==> src/rtl/load_store_unit.sv <==
// -----------------------------------------------------------------------------
// load_store_unit
//
// Purpose:
//   Takes one load/store request from the core and runs it as a single
//   req/ack transaction toward data memory. Stores get their bytes steered
//   onto the correct lanes. Loads get their byte or halfword extracted and
//   then sign- or zero-extended. Every access finishes with exactly one
//   one-cycle pulse: done for a normal completion, or err for a failed access.
//   A load with rd != 0 also produces a one-cycle register-file write.
//
// Configuration:
//   MISALIGN_TRAP_EN (define) - when defined, a misaligned H or W access goes
//     to ERR without touching memory. When undefined, the misaligned low
//     address bits are ignored and the access proceeds normally.
//   TIMEOUT_CYCLES (parameter) - the maximum number of cycles mem_req may wait
//     for mem_ack. 0 disables the timeout.
//
// Ports:
//   clk, reset                  clock; synchronous active-high reset
//   req_valid / req_ready       core request handshake (ready only in IDLE)
//   req_is_store, req_funct3    access type and RV32I width/sign encoding
//   req_addr, req_wdata, req_rd byte address, low-aligned store data, load dest
//   mem_req/we/addr/wdata/be    memory request; held stable until mem_ack
//   mem_ack, mem_rdata          memory completion and read word
//   write_reg/write_data        register-file write index and value
//   reg_write                   register-file write enable
//   done, err                   one-cycle completion and failure pulses
//
// Handshakes:
//   - Core side: a request transfers on a rising edge where both req_valid
//     and req_ready are 1.
//   - Memory side: mem_req rises with mem_we/addr/wdata/be already valid, and
//     all of them stay stable until a rising edge where mem_ack is 1.
//     mem_ack is ignored whenever mem_req is 0.
// -----------------------------------------------------------------------------
module load_store_unit #(
  parameter int unsigned TIMEOUT_CYCLES = 255
) (
  input  logic        clk,
  input  logic        reset,
  input  logic        req_valid,
  output logic        req_ready,
  input  logic        req_is_store,
  input  logic [2:0]  req_funct3,
  input  logic [31:0] req_addr,
  input  logic [31:0] req_wdata,
  input  logic [4:0]  req_rd,
  output logic        mem_req,
  output logic        mem_we,
  output logic [31:0] mem_addr,
  output logic [31:0] mem_wdata,
  output logic [3:0]  mem_be,
  input  logic        mem_ack,
  input  logic [31:0] mem_rdata,
  output logic [4:0]  write_reg,
  output logic [31:0] write_data,
  output logic        reg_write,
  output logic        done,
  output logic        err
);

  typedef enum logic [1:0] {
    IDLE = 2'd0,
    REQ  = 2'd1,
    WB   = 2'd2,
    ERR  = 2'd3
  } state_t;

  state_t      state;
  logic        lat_is_store;
  logic [2:0]  lat_funct3;
  logic [1:0]  lat_lane;
  logic [4:0]  lat_rd;
  logic [31:0] timeout_cnt;

  // Decode of the incoming request: legality, byte enables, steered data.
  logic        req_illegal;
  logic [3:0]  req_be;
  logic [31:0] req_steered;

  always_comb begin
    req_illegal = 1'b0;
    req_be      = 4'hF;
    req_steered = req_wdata;
    case (req_funct3)
      3'b000, 3'b100: begin
        req_be      = 4'b0001 << req_addr[1:0];
        req_steered = {4{req_wdata[7:0]}};
      end
      3'b001, 3'b101: begin
        req_be      = 4'b0011 << {req_addr[1], 1'b0};
        req_steered = {2{req_wdata[15:0]}};
      end
      3'b010: begin
        req_be      = 4'hF;
        req_steered = req_wdata;
      end
      default: req_illegal = 1'b1;
    endcase
    // Unsigned widths exist only for loads.
    if (req_is_store && req_funct3[2])
      req_illegal = 1'b1;
`ifdef MISALIGN_TRAP_EN
    if ((req_funct3[1:0] == 2'b01 && req_addr[0]) ||
        (req_funct3[1:0] == 2'b10 && req_addr[1:0] != 2'b00))
      req_illegal = 1'b1;
`endif
  end

  // Pick the addressed lane out of the read word and extend it to 32 bits.
  function automatic logic [31:0] extend_load(input logic [2:0]  f3,
                                              input logic [1:0]  lane,
                                              input logic [31:0] word);
    logic [31:0] shifted;
    logic [15:0] half;
    shifted = word >> {lane, 3'b000};
    half    = lane[1] ? word[31:16] : word[15:0];
    case (f3)
      3'b000:  extend_load = {{24{shifted[7]}}, shifted[7:0]};
      3'b100:  extend_load = {24'h0, shifted[7:0]};
      3'b001:  extend_load = {{16{half[15]}}, half};
      3'b101:  extend_load = {16'h0, half};
      default: extend_load = word;
    endcase
  endfunction

  always_ff @(posedge clk) begin
    if (reset) begin
      state        <= IDLE;
      req_ready    <= 1'b1;
      mem_req      <= 1'b0;
      mem_we       <= 1'b0;
      mem_addr     <= 32'h0;
      mem_wdata    <= 32'h0;
      mem_be       <= 4'h0;
      write_reg    <= 5'h0;
      write_data   <= 32'h0;
      reg_write    <= 1'b0;
      done         <= 1'b0;
      err          <= 1'b0;
      lat_is_store <= 1'b0;
      lat_funct3   <= 3'h0;
      lat_lane     <= 2'h0;
      lat_rd       <= 5'h0;
      timeout_cnt  <= 32'h0;
    end else begin
      case (state)
        IDLE: begin
          if (req_valid) begin
            lat_is_store <= req_is_store;
            lat_funct3   <= req_funct3;
            lat_lane     <= req_addr[1:0];
            lat_rd       <= req_rd;
            req_ready    <= 1'b0;
            timeout_cnt  <= 32'h0;
            if (req_illegal) begin
              state <= ERR;
              err   <= 1'b1;
            end else begin
              state     <= REQ;
              mem_req   <= 1'b1;
              mem_we    <= req_is_store;
              mem_addr  <= {req_addr[31:2], 2'b00};
              mem_be    <= req_be;
              mem_wdata <= req_steered;
            end
          end
        end
        REQ: begin
          if (mem_ack) begin
            state   <= WB;
            mem_req <= 1'b0;
            done    <= 1'b1;
            if (!lat_is_store && lat_rd != 5'd0) begin
              reg_write  <= 1'b1;
              write_reg  <= lat_rd;
              write_data <= extend_load(lat_funct3, lat_lane, mem_rdata);
            end
          end else if (TIMEOUT_CYCLES != 0 &&
                       timeout_cnt == TIMEOUT_CYCLES - 32'd1) begin
            // This was the last allowed cycle of waiting.
            state   <= ERR;
            mem_req <= 1'b0;
            err     <= 1'b1;
          end else begin
            timeout_cnt <= timeout_cnt + 32'd1;
          end
        end
        WB: begin
          state     <= IDLE;
          done      <= 1'b0;
          reg_write <= 1'b0;
          req_ready <= 1'b1;
        end
        ERR: begin
          state     <= IDLE;
          err       <= 1'b0;
          req_ready <= 1'b1;
        end
        default: begin
          state     <= IDLE;
          req_ready <= 1'b1;
        end
      endcase
    end
  end

endmodule

==> config.mk <==
export PLATFORM = sky130hd
export DESIGN_NAME = load_store_unit
export DESIGN_NICKNAME = d
export VERILOG_FILES = /design/src/rtl/load_store_unit.sv
export SDC_FILE = /design/constraint.sdc
export NUM_CORES = 1
export LEC_CHECK = 0
export ABC_AREA = 1
export CAP_MARGIN = 10
export CORE_ASPECT_RATIO = 1.4
export CORE_MARGIN = 8
export CORE_UTILIZATION = 52
export CTS_CLUSTER_DIAMETER = 120
export DETAILED_ROUTE_END_ITERATION = 8
export GPL_ROUTABILITY_DRIVEN = 0
export GPL_TIMING_DRIVEN = 0
export PLACE_DENSITY = 0.94
export SLEW_MARGIN = 25
export SYNTH_ARGS = -nofsm -noshare
export SYNTH_HDL_FRONTEND = slang
export SYNTH_SLANG_ARGS = --single-unit
==> constraint.sdc <==
create_clock -name clk -period 4.01 [get_ports clk]
set_input_delay 0.802 -clock clk [delete_from_list [all_inputs] [get_ports clk]]
set_output_delay 0.802 -clock clk [all_outputs]
set_load 0.02 [all_outputs]
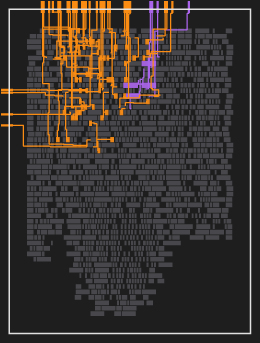
Figure 1: wires at chosen ports, followed through buffers.
Scale: 2 px per µm.
- purple: mem_be (direction output; edge top; end cells 4; buffers 4; wire 205 µm)
- orange: req_wdata (direction input; edge 28 top, 4 left; end cells 55; buffers 32; wire 1,570 µm)

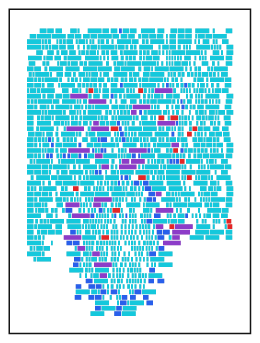
Figure 2: cells by drive strength.
Scale: 2 px per µm.
- red: x3 and x4 (cells 17; share 1.2%)
- blue: x2 (cells 85; share 6.0%)
- cyan: x1 and smaller (cells 1,270; share 90%)
- purple: x6 and larger (cells 33; share 2.3%)
design area: 10,800 µm²
area delta synth->final: 37.7%
PnR worst setup slack: 1720 ps
Non-clk bufs: 285

power breakdown:
part | leakage, nW | switching, mW | internal (mW)
logic | 2.60 | 0.622 | 0.424
registers | 1.25 | 0.0662 | 1.64
clock network | 0.276 | 0.728 | 0.879
total | 4.13 | 1.42 | 2.94
routing by layer:
metal  global-route usage, %  wire, µm
met2                    49.5     13700
met5                       0         0
met3                    8.49      2760
met4                    19.4      1890
met1                    28.6      9890
worst max path at each step:
stage | to | cells after the start | start | slack, ps
floorplan | timeout_cnt[18] | 8 | req_valid | 2080
global placement | write_data[15] | 6 | mem_ack | 1570
detailed placement | mem_be[1] | 4 | reset | 1520
CTS | err | 1 | err | 1740
global route | mem_wdata[27] | 1 | mem_wdata[27] | 1710
finish | mem_wdata[27] | 1 | mem_wdata[27] | 1720
==> reports/metrics.csv <==
stage,metric,value,unit
die,core,14900,µm²
synth,ys_warn_count,0,
synth,ys.flops,154,
cells_and_area,drive_above_1_share,9.61,%
routing,ant_nets,0,
grt,grt_pass1_vias,9093,
routing,drc_errors,0,
setup_path,critical_path_class,reg -> out,
grt,antenna_found_initial,1,
grt,grt_max_degree,17,
setup_path,r2r_setup_slack,1930,ps
cells_and_area,nClkBuffers,17,
cells_and_area,buffer_area_share,23.4,%
sta,rsz0062_at_grt,false,
routing,drt-initial-drc-count,1148,
flow_run,max_cap_violations,0,
cells_and_area,layout_top_cell,nand2_1,
place,dpl_cell_area,10200,µm²
grt,grt_first_pass_wirelength,44700,µm
setup_path,crit_arrival,1490,ps
place,dp_slack,1520,ps
cells_and_area,layout.nets,1504,
grt,globalRouteOverflowTotal,0,
cts,clock-sinks,154,
sta,whs,465,ps
cells_and_area,comb_cells,844,
routing,wirelength,28200,µm
setup_path,path_cells,clkdlybuf4s50_1,
synth,syn-cell-area,7850,µm²
setup_path,cpPeakStageDelay,720,ps
pwr,ir_drop,0.295,mV
cts,cts_made_buffers,17,
sta,skew,14.4,ps
die,fp_util,52.6,%
cts,ctsResizeCount,0,
cts,cts_root_buffer,clkbuf_16,
cells_and_area,flops,154,
synth,flop_cell,dfxtp_1,
setup_path,worst_path_dominant_cell_family,buffers and inverters,
pwr,p_total,4.36,mW
routing,vias,9042,
cells_and_area,lay_top_cells,"nand2_1, clkdlybuf4s50_1, nor2_1",
cts,cts-htree-levels,4,
setup_path,crit_path_end_kind,output pin,
place,port_buffers,213,
flow_run,warnings,27,
cts,clkLatencyLatePin,430,ps
synth,ys_area,7850,µm²
synth,synth-edff-count,0,
worst_hold_path,min_path_cells,2,
setup_path,reg2regPathDepth,9,
synth,xor_share,1.00,%
cts,clkTransAtPathRegs,70,ps
die,taps,192,
sta,fin_crit_sh,57.1,%
synth,ys_seq_share,39.3,%
cts,holdBufCountCts,0,
synth,most_common_cell,nand2_1,
setup_path,reg2reg_to,timeout_cnt[8],
die,ios,220,
synth,topCellsByArea,"dfxtp_1, nand2_1, nor2_1",
worst_hold_path,whs_endpoint,mem_addr[10],
cells_and_area,regArea,3080,µm²
sta,hold_viol,0,
synth,ys_top_logic_family,simple AND/OR/NAND/NOR gates,
grt,grt_use_total,28.4,%
cells_and_area,fillers,1115,
place,placed_cells,1566,
sta,layout_min_cycle_time,2290,ps
synth,yosys.area.top_type_share,39.3,%
sta,finalSetupTns,0,ps
die,die_area,19300,µm²
cts,post-cts-setup-buffers,0,
worst_hold_path,hp-class,reg -> reg,
die,die_w,120,µm
cells_and_area,inv_count,91,
place,hpwlAfterDp,21000,µm
routing,dr.pass1.iters,8,
status,status,"complete, no violations",
cells_and_area,biggestCellCategory,logic gates,
synth,ys_top_cells_by_count,"nand2_1, nor2_1, dfxtp_1, a21oi_1, nand3_1",
sta,slew-limit-headroom,47.4,%
sta,setup_violations,0,
synth,async_flop_share,0,%
sta,max_freq,0.437,GHz
cts,clk_path_buf_depth,2,
cells_and_area,area.combinational,4030,µm²
synth,mux_area_share,0.128,%
die,row_count,53,
cells_and_area,fin_cells,1598,
synth,ys_cells,1160,
cells_and_area,comb_share,37.3,%
synth,avgSynthCellArea,6.77,µm²
routing,via_per_inst,5.66,
cells_and_area,largest_registers,"mem_wdata: 32 flops, timeout_cnt: 32 flops, write_data: 32 flops",
sta,drv_slew,0,
setup_path,slowest_stage,clkdlybuf4s50_1,
cells_and_area,seq_area_share,28.5,%
cells_and_area,final_util,72.4,%
synth,fa_ha_area_share,0.319,%
sta,tightest_slew,789,ps
setup_path,critPathBufInv,1,
setup_path,reg2reg_from,timeout_cnt[0],
Power is estimated from default activity; no workload was simulated.
